## src/rtl/reg_wb_arbiter.sv

```systemverilog
// reg_wb_arbiter
//   Producer side of the single register-file write port. Pipeline
//   writebacks have fixed priority and no back-pressure. Long-latency
//   (mult/div) results are buffered in a strict-order FIFO. When the FIFO
//   fills, or its head has waited STARVE_LIMIT cycles, the block stalls the
//   pipeline and drains the FIFO.
//
//   Optional feature macro: WB_BYPASS_EN
//     defined   : Byp_hit/Byp_data look up pending writes (output register
//                 first, then the newest matching FIFO entry).
//     undefined : Byp_hit=0 and Byp_data=0; no comparators are built.
//
//   Lu handshake (valid/ready): a transfer happens at a rising Clk edge when
//   Lu_valid and Lu_ready are both high. Lu_ready depends only on the FIFO
//   occupancy (and is low during Reset), never on Lu_valid. The producer must
//   hold Lu_reg/Lu_data stable while Lu_valid is high and Lu_ready is low.
//   A transfer to register 0 is accepted and dropped.
module reg_wb_arbiter #(
   parameter int DEPTH        = 4,
   parameter int STARVE_LIMIT = 8,
   parameter int DW           = 32
) (
   input  logic                       Clk,
   input  logic                       Reset,
   input  logic                       Wb_valid,
   input  logic [4:0]                 Wb_reg,
   input  logic [DW-1:0]              Wb_data,
   input  logic                       Lu_valid,
   output logic                       Lu_ready,
   input  logic [4:0]                 Lu_reg,
   input  logic [DW-1:0]              Lu_data,
   output logic                       Stall_pipe,
   output logic                       Reg_write,
   output logic [4:0]                 Write_reg,
   output logic [DW-1:0]              Write_data,
   input  logic [4:0]                 Byp_reg,
   output logic                       Byp_hit,
   output logic [DW-1:0]              Byp_data,
   output logic [$clog2(DEPTH+1)-1:0] Count,
   output logic                       Dbg_state   // 0 = NORMAL, 1 = DRAIN
);

   localparam int CW = $clog2(DEPTH + 1);
   localparam int PW = $clog2(DEPTH);
   // One spare count above the limit so the counter cannot wrap during the
   // cycle in which the DRAIN transition is taken.
   localparam int SW = $clog2(STARVE_LIMIT + 2);

   localparam logic [CW-1:0] FULL       = CW'(DEPTH);
   localparam logic [SW-1:0] STARVE_MAX = SW'(STARVE_LIMIT);

   typedef enum logic {
      ST_NORMAL = 1'b0,
      ST_DRAIN  = 1'b1
   } state_t;

   state_t          state;
   state_t          state_next;

   logic [4:0]      fifo_reg  [DEPTH];
   logic [DW-1:0]   fifo_data [DEPTH];
   logic [PW-1:0]   rd_ptr;
   logic [PW-1:0]   wr_ptr;
   logic [CW-1:0]   count;
   logic [CW-1:0]   count_next;
   logic [SW-1:0]   starve;
   logic [SW-1:0]   starve_next;

   logic            enq;
   logic            deq;
   logic            sel_we;
   logic [4:0]      sel_reg;
   logic [DW-1:0]   sel_data;

   assign Count     = count;
   assign Dbg_state = (state == ST_DRAIN);

   // Ready is a pure function of occupancy, held low while in reset.
   assign Lu_ready = (count < FULL) & ~Reset;

   // Register 0 results are consumed but never stored.
   assign enq = Lu_valid & Lu_ready & (Lu_reg != 5'd0);

   // Write-port selection: DRAIN empties the FIFO; NORMAL favours the pipeline.
   always_comb begin
      deq      = 1'b0;
      sel_we   = 1'b0;
      sel_reg  = 5'd0;
      sel_data = '0;
      if (state == ST_DRAIN) begin
         if (count != '0) begin
            deq      = 1'b1;
            sel_we   = 1'b1;
            sel_reg  = fifo_reg[rd_ptr];
            sel_data = fifo_data[rd_ptr];
         end
      end else if (Wb_valid && (Wb_reg != 5'd0)) begin
         sel_we   = 1'b1;
         sel_reg  = Wb_reg;
         sel_data = Wb_data;
      end else if (count != '0) begin
         deq      = 1'b1;
         sel_we   = 1'b1;
         sel_reg  = fifo_reg[rd_ptr];
         sel_data = fifo_data[rd_ptr];
      end
   end

   // Occupancy after this edge; simultaneous push and pop leave it unchanged.
   always_comb begin
      count_next = count;
      if (enq && !deq) begin
         count_next = count + 1'b1;
      end else if (!enq && deq) begin
         count_next = count - 1'b1;
      end
   end

   // Head-wait counter: counts cycles a non-empty FIFO's head is passed over.
   always_comb begin
      starve_next = starve + 1'b1;
      if ((count == '0) || deq) begin
         starve_next = '0;
      end
   end

   // FSM state register.
   always_ff @(posedge Clk or posedge Reset) begin
      if (Reset) begin
         state <= ST_NORMAL;
      end else begin
         state <= state_next;
      end
   end

   // FSM next-state: enter DRAIN on full or starved head, leave once empty.
   always_comb begin
      state_next = state;
      case (state)
         ST_NORMAL: begin
            if ((count == FULL) || (starve == STARVE_MAX)) begin
               state_next = ST_DRAIN;
            end
         end
         ST_DRAIN: begin
            if (count_next == '0) begin
               state_next = ST_NORMAL;
            end
         end
         default: state_next = ST_NORMAL;
      endcase
   end

   // FSM outputs: the pipeline is frozen for the whole of DRAIN.
   always_comb begin
      Stall_pipe = 1'b0;
      if (state == ST_DRAIN) begin
         Stall_pipe = 1'b1;
      end
   end

   // FIFO pointers, occupancy and head-wait counter.
   always_ff @(posedge Clk or posedge Reset) begin
      if (Reset) begin
         rd_ptr <= '0;
         wr_ptr <= '0;
         count  <= '0;
         starve <= '0;
      end else begin
         if (enq) begin
            wr_ptr <= wr_ptr + 1'b1;
         end
         if (deq) begin
            rd_ptr <= rd_ptr + 1'b1;
         end
         count  <= count_next;
         starve <= starve_next;
      end
   end

   // FIFO storage; contents are qualified by count so need no reset.
   always_ff @(posedge Clk) begin
      if (enq) begin
         fifo_reg[wr_ptr]  <= Lu_reg;
         fifo_data[wr_ptr] <= Lu_data;
      end
   end

   // Output register toward the register file, reloaded every cycle.
   always_ff @(posedge Clk or posedge Reset) begin
      if (Reset) begin
         Reg_write  <= 1'b0;
         Write_reg  <= 5'd0;
         Write_data <= '0;
      end else begin
         Reg_write  <= sel_we;
         Write_reg  <= sel_reg;
         Write_data <= sel_data;
      end
   end

`ifdef WB_BYPASS_EN
   logic [PW-1:0] byp_idx;

   // Pending-write lookup: walk oldest to newest so the newest FIFO match
   // wins, then let the output register override everything.
   always_comb begin
      Byp_hit  = 1'b0;
      Byp_data = '0;
      byp_idx  = rd_ptr;
      if (Byp_reg != 5'd0) begin
         for (int k = 0; k < DEPTH; k++) begin
            byp_idx = rd_ptr + PW'(k);
            if ((CW'(k) < count) && (fifo_reg[byp_idx] == Byp_reg)) begin
               Byp_hit  = 1'b1;
               Byp_data = fifo_data[byp_idx];
            end
         end
         if (Reg_write && (Write_reg == Byp_reg)) begin
            Byp_hit  = 1'b1;
            Byp_data = Write_data;
         end
      end
   end
`else
   logic unused_byp_reg;

   // Lookup disabled: constant outputs, query address intentionally unused.
   assign unused_byp_reg = ^Byp_reg;
   assign Byp_hit        = 1'b0;
   assign Byp_data       = '0;
`endif

   // Sanity properties on internal state.
   a_count_bound: assert property (@(posedge Clk) disable iff (Reset)
      count <= FULL);
   a_no_reg0_write: assert property (@(posedge Clk) disable iff (Reset)
      Reg_write |-> (Write_reg != 5'd0));
   a_drain_stalls: assert property (@(posedge Clk) disable iff (Reset)
      (state == ST_DRAIN) |-> Stall_pipe);

endmodule

```

## config.mk

```make
export PLATFORM = sky130hd
export DESIGN_NAME = reg_wb_arbiter
export DESIGN_NICKNAME = d
export VERILOG_FILES = /design/src/rtl/reg_wb_arbiter.sv
export SDC_FILE = /design/constraint.sdc
export NUM_CORES = 1
export LEC_CHECK = 0
export ABC_AREA = 0
export CELL_PAD_IN_SITES_DETAIL_PLACEMENT = 1
export CELL_PAD_IN_SITES_GLOBAL_PLACEMENT = 2
export CORE_MARGIN = 4
export CORE_UTILIZATION = 37
export CTS_CLUSTER_DIAMETER = 150
export DETAILED_ROUTE_END_ITERATION = 6
export PLACE_DENSITY = 0.82
export SKIP_CTS_REPAIR_TIMING = 1
export SLEW_MARGIN = 40
export SYNTH_ARGS = -nofsm -noshare
export SYNTH_HDL_FRONTEND = slang
export SYNTH_SLANG_ARGS = --single-unit
export TNS_END_PERCENT = 100
```

## constraint.sdc

```tcl
create_clock -name Clk -period 2.5 [get_ports Clk]
set_clock_uncertainty 0.15 [all_clocks]
set_input_delay 0.25 -clock Clk [delete_from_list [all_inputs] [get_ports Clk]]
set_output_delay 0.25 -clock Clk [all_outputs]
set_load 0.01 [all_outputs]
```

run_1/wires.png
(2 px per um) Two of the layers only.
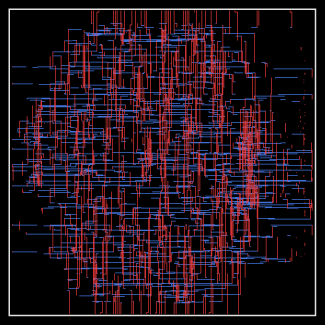
Key: blue = metal 1 [wire length 7060 um]; red = metal 2 [wire length 8610 um]
Total GRT Usage: 0.150
drt total wl: 16.9 mm
Routed WL per cell: 20.7 um
vias: 3940

run_1/flops_by_reg.png
(4 px per um) Other sequential cells in the stronger grey, the rest of the logic in the fainter grey.
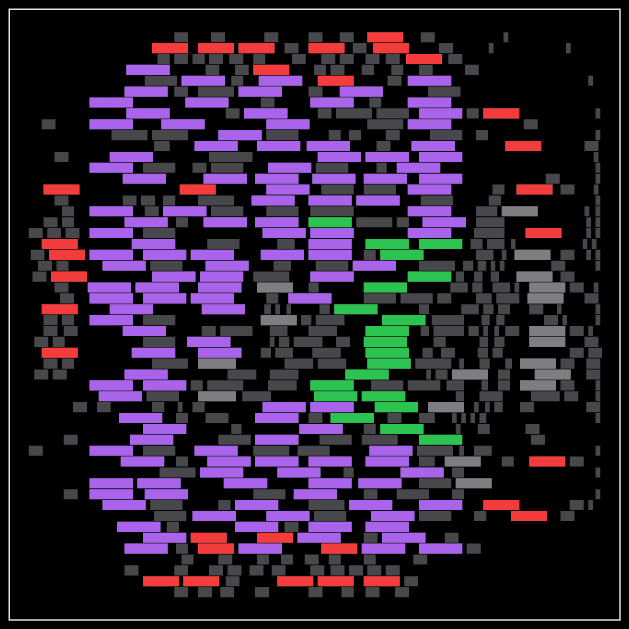
Key: green = fifo_reg [sequential cells 20]; purple = fifo_data [sequential cells 128]; red = Write_data [sequential cells 32, where spread over the die]
Another 18 sequential cells are not coloured.
Core Util, Final: 0.489
flop share of the area: 0.572
P_seq: 4.39 mW
Flop area: 0.00570 sq mm

==> run notes, run 1 <==
flow finished, numbers: met3 Resource Use GR=0.0426, global-route wire length before repair=26.5 mm, DR DRC count=0, total CTS buffers=17, vias in the first global route=around 4500, Commonest flop=edfxtp_1, Max-Cap Viols=0, Antenna diodes=0, Max-slew headroom=0.645, Die W=roughly 150 um, Worst Path Required=~2600 ps, Top Layout Cells=edfxtp_1 (148), clkdlybuf4s50_1 (121), dfrtp_1 (48), mux4_2 (37), a22o_1 (37), WL met2=~8.6 mm, clk ins delay skew pair=around 430 ps, top-count cell post-synth=edfxtp_1, RePlAce Congestion=0.749, Largest type area fraction=0.577, Slew @ Worst Pin=532 ps, placed cell count=784, critical path type=reg -> reg, NetSw=3.17 mW, # port buffers=121, routed vias/inst=between 4 and 5, hold slack final=56.1 ps, status=finished clean, GR Layer Usage met2=0.254, Vert. Die Dim=152 um, clock share of power=0.261, total power=10.8 mW, TNS Setup=0 ps, startpoint types=flip-flop, Area growth, synth to finish=29.3%, CP Capture Type=flip-flop, crit-path leading delay family=simple AND/OR/NAND/NOR gates, Final WS setup=378 ps, WP buf/inv=1, P per Cell Area=1080 mW/mm^2, antenna violations before repair=0, Die Size=0.0232 sq mm, root buf cell=clkbuf_16, Comb. pwr=approximately 3.6 mW, top post-synthesis cells by count=edfxtp_1 (148), dfrtp_1 (50), a22o_1 (37), mux4_2 (37), buf_4 (35), starting DRC count in detailed routing=just under 200, P_int=~7.6 mW, H-tree depth=4, Yosys warning count=0
run_1/placement.png
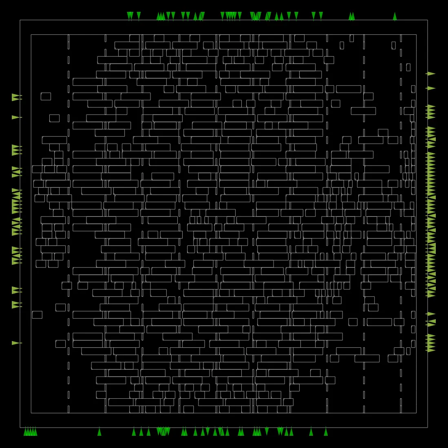
Filler cells: 1901
core footprint: 0.0204 sq mm
Cell Count, Final, Fillers Out: 816
num tapcells: 270

-- run 1: final cells by class --
type / instances / area [sq um] / area share
clock inverter: 15 / 186 / 0.0187
timing repair buffer: 141 / 1510 / 0.152
clock buffer: 17 / 425 / 0.0427
sequential: 198 / 5700 / 0.572
multi-input combinational: 165 / 1770 / 0.178
inverter: 10 / 37.5 / 0.00377
tap: 270 / 338 / 0.0339
-- run 1: kinds of logic (layout without fill, tap and decap cells) --
group	count (synthesis)	in the layout	share of synthesized area
xor+xnor	7	7	0.00795
flops	198	198	0.739
buf+inv	61	183	0.0490
mux	37	37	0.108
simple gates	29	29	0.0195
other cells	1	33	0.000487
compound gates	50	50	0.0614
fa+ha+maj	9	9	0.0146
==> run 2, diff against run 1 <==
--- a/config.mk
+++ b/config.mk
@@ -9,10 +9,10 @@
 export CELL_PAD_IN_SITES_DETAIL_PLACEMENT = 1
 export CELL_PAD_IN_SITES_GLOBAL_PLACEMENT = 2
 export CORE_MARGIN = 4
-export CORE_UTILIZATION = 37
+export CORE_UTILIZATION = 34
 export CTS_CLUSTER_DIAMETER = 150
 export DETAILED_ROUTE_END_ITERATION = 6
-export PLACE_DENSITY = 0.82
+export PLACE_DENSITY = 0.79
 export SKIP_CTS_REPAIR_TIMING = 1
 export SLEW_MARGIN = 40
 export SYNTH_ARGS = -nofsm -noshare
==> constraint.sdc (replaced) <==
create_clock -name Clk -period 1.85 [get_ports Clk]
set_clock_uncertainty 0.15 [all_clocks]
set_input_delay 0.185 -clock Clk [delete_from_list [all_inputs] [get_ports Clk]]
set_output_delay 0.185 -clock Clk [all_outputs]
set_load 0.01 [all_outputs]
run_2/layer_met3.png
(2 px per um)
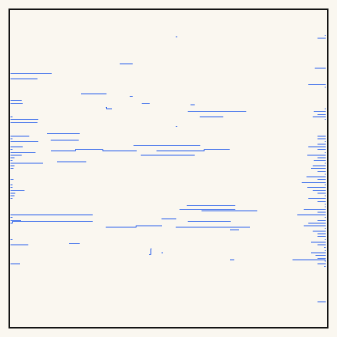
106 nets have wire on it. The layer carries 970 um of wire.
vias: 4007
drt total wl: 17.0 mm
met3 Resource Use GR: 0.0386

==> run notes, run 2 <==
flow finished, numbers: routed vias/inst=around 4.8, HP Class=in -> async, combinational share of cell area=0.180, Max-slew headroom=0.609, root buf cell=clkbuf_16, First-pass DRT Iterations=4, antenna violations before repair=0, clk ins delay skew pair=430 ps, multi-input gates=165, switch share=0.291, # port buffers=121, registers=198, TNS Setup=-10600 ps, Antenna diodes=0, top post-synthesis cells by count=edfxtp_1 (148), dfrtp_1 (50), a22o_1 (37), mux4_2 (37), buf_4 (35), Final non-clock buffer share=0.153, AND-OR/OR-AND Cells, Area Fraction=0.0614, Die W=159 um, FF-to-FF End=fifo_data[1][15], P_int=10.3 mW, post-route ant nets=0, hold slack final=approximately 180 ps, most frequent logic cell in the layout=edfxtp_1, Worst path slowest cell=and2_4, core footprint=~0.022 sq mm, crit-path leading delay family=simple AND/OR/NAND/NOR gates, depth of the worst register-to-register path=3, NetSw=4.21 mW, H-tree depth=4, placed cell count=about 800, Clk. pwr=3.50 mW, violated checks=setup timing, Area growth, synth to finish=29.2%, Die Size=0.0251 sq mm, starting DRC count in detailed routing=265, Clock Pin Slew Worst Setup and Hold Paths=70 ps, total CTS buffers=17, xor+xnor area frac=0.00795, P per Cell Area=1450 mW/mm^2, vias in the first global route=4377, Comb area=0.00179 sq mm, Filler cells=between 2000 and 2500, status=finished, violations left, Signal buffers=151, slowest stage delay, CP=between 500 and 600 ps, DR DRC count=0, Main area contributors=edfxtp_1 (58%), dfrtp_1 (16%), mux4_2 (11%), Yosys warning count=0, Max-area cell class=registers, clock-cell share of area=0.0553, Worst Path Required=1760 ps, Cell Count, Final, Fillers Out=approximately 840, Max-Cap Viols=0, num tapcells=about 280, Setup-failing EPs final=149, clock buffer count=21, Total GRT Usage=0.140, global-route wire length before repair=26.1 mm, startpoint types=flip-flop, MUX area fraction=0.108, placed cell areas=0.00938 sq mm, Inverters=10, Final Critical Period=1940 ps, and+or+nand+nor area frac=0.0195, Top logic family=multiplexers, critical path type=reg -> reg, Vert. Die Dim=159 um, max FFs per register=128, chip area in the Yosys report=about 0.0077 sq mm, cells after synthesis=approximately 390, Routed WL per cell=just over 20 um, Net count, final=635, Final WS setup=-86.0 ps, Syn Std Cell Area=0.00771 sq mm, Commonest flop=edfxtp_1, CP Capture Type=flip-flop, total power=roughly 14 mW, Max Slew Vio Count=0, Top Layout Cells=edfxtp_1 (148), clkdlybuf4s50_1 (118), dfrtp_1 (46), mux4_2 (37), a22o_1 (37), Adder Area Share=0.0146, Comb. pwr=5.10 mW, Post-synth regs=198, Largest type area fraction=0.577, RePlAce Congestion=0.748, top-count cell post-synth=edfxtp_1, clock share of power=0.242, WP buf/inv=0, Slew @ Worst Pin=586 ps
run_2/flops_by_reg.png
(4 px per um) Other sequential cells in the stronger grey, the rest of the logic in the fainter grey.
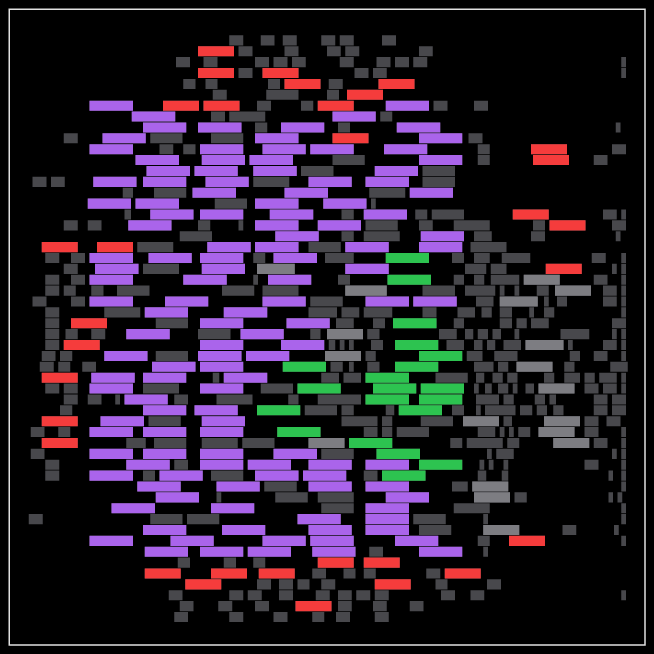
Key: green = fifo_reg [sequential cells 20]; purple = fifo_data [sequential cells 128]; red = Write_data [sequential cells 32, where spread over the die]
Another 18 sequential cells are not coloured.
flop share of the area: 0.573
Core Util, Final: 0.451
Flop area: 0.00570 sq mm
P_seq: 5.88 mW

==> run 2: worst max path at each step <==
stage               startpoint                to
floorplan             Count[2]   fifo_data[0][0]
global route          Count[2]   fifo_data[0][4]
global placement     Lu_reg[0]         Dbg_state
CTS                  Lu_reg[0]         Dbg_state
detailed placement   Lu_reg[0]         Dbg_state
finish                Count[2]  fifo_data[1][15]
==> run 2: metal layers <==
metal | wire length (um) | track usage | vias up
li1 | - | - | 1775
met5 | 0 | 0 | -
met2 | 8770 | 0.233 | 145
met4 | 150 | 0.0382 | 0
met1 | 7080 | 0.183 | 2077
met3 | 969 | 0.0386 | 10
Power is estimated from default activity; no workload was simulated.
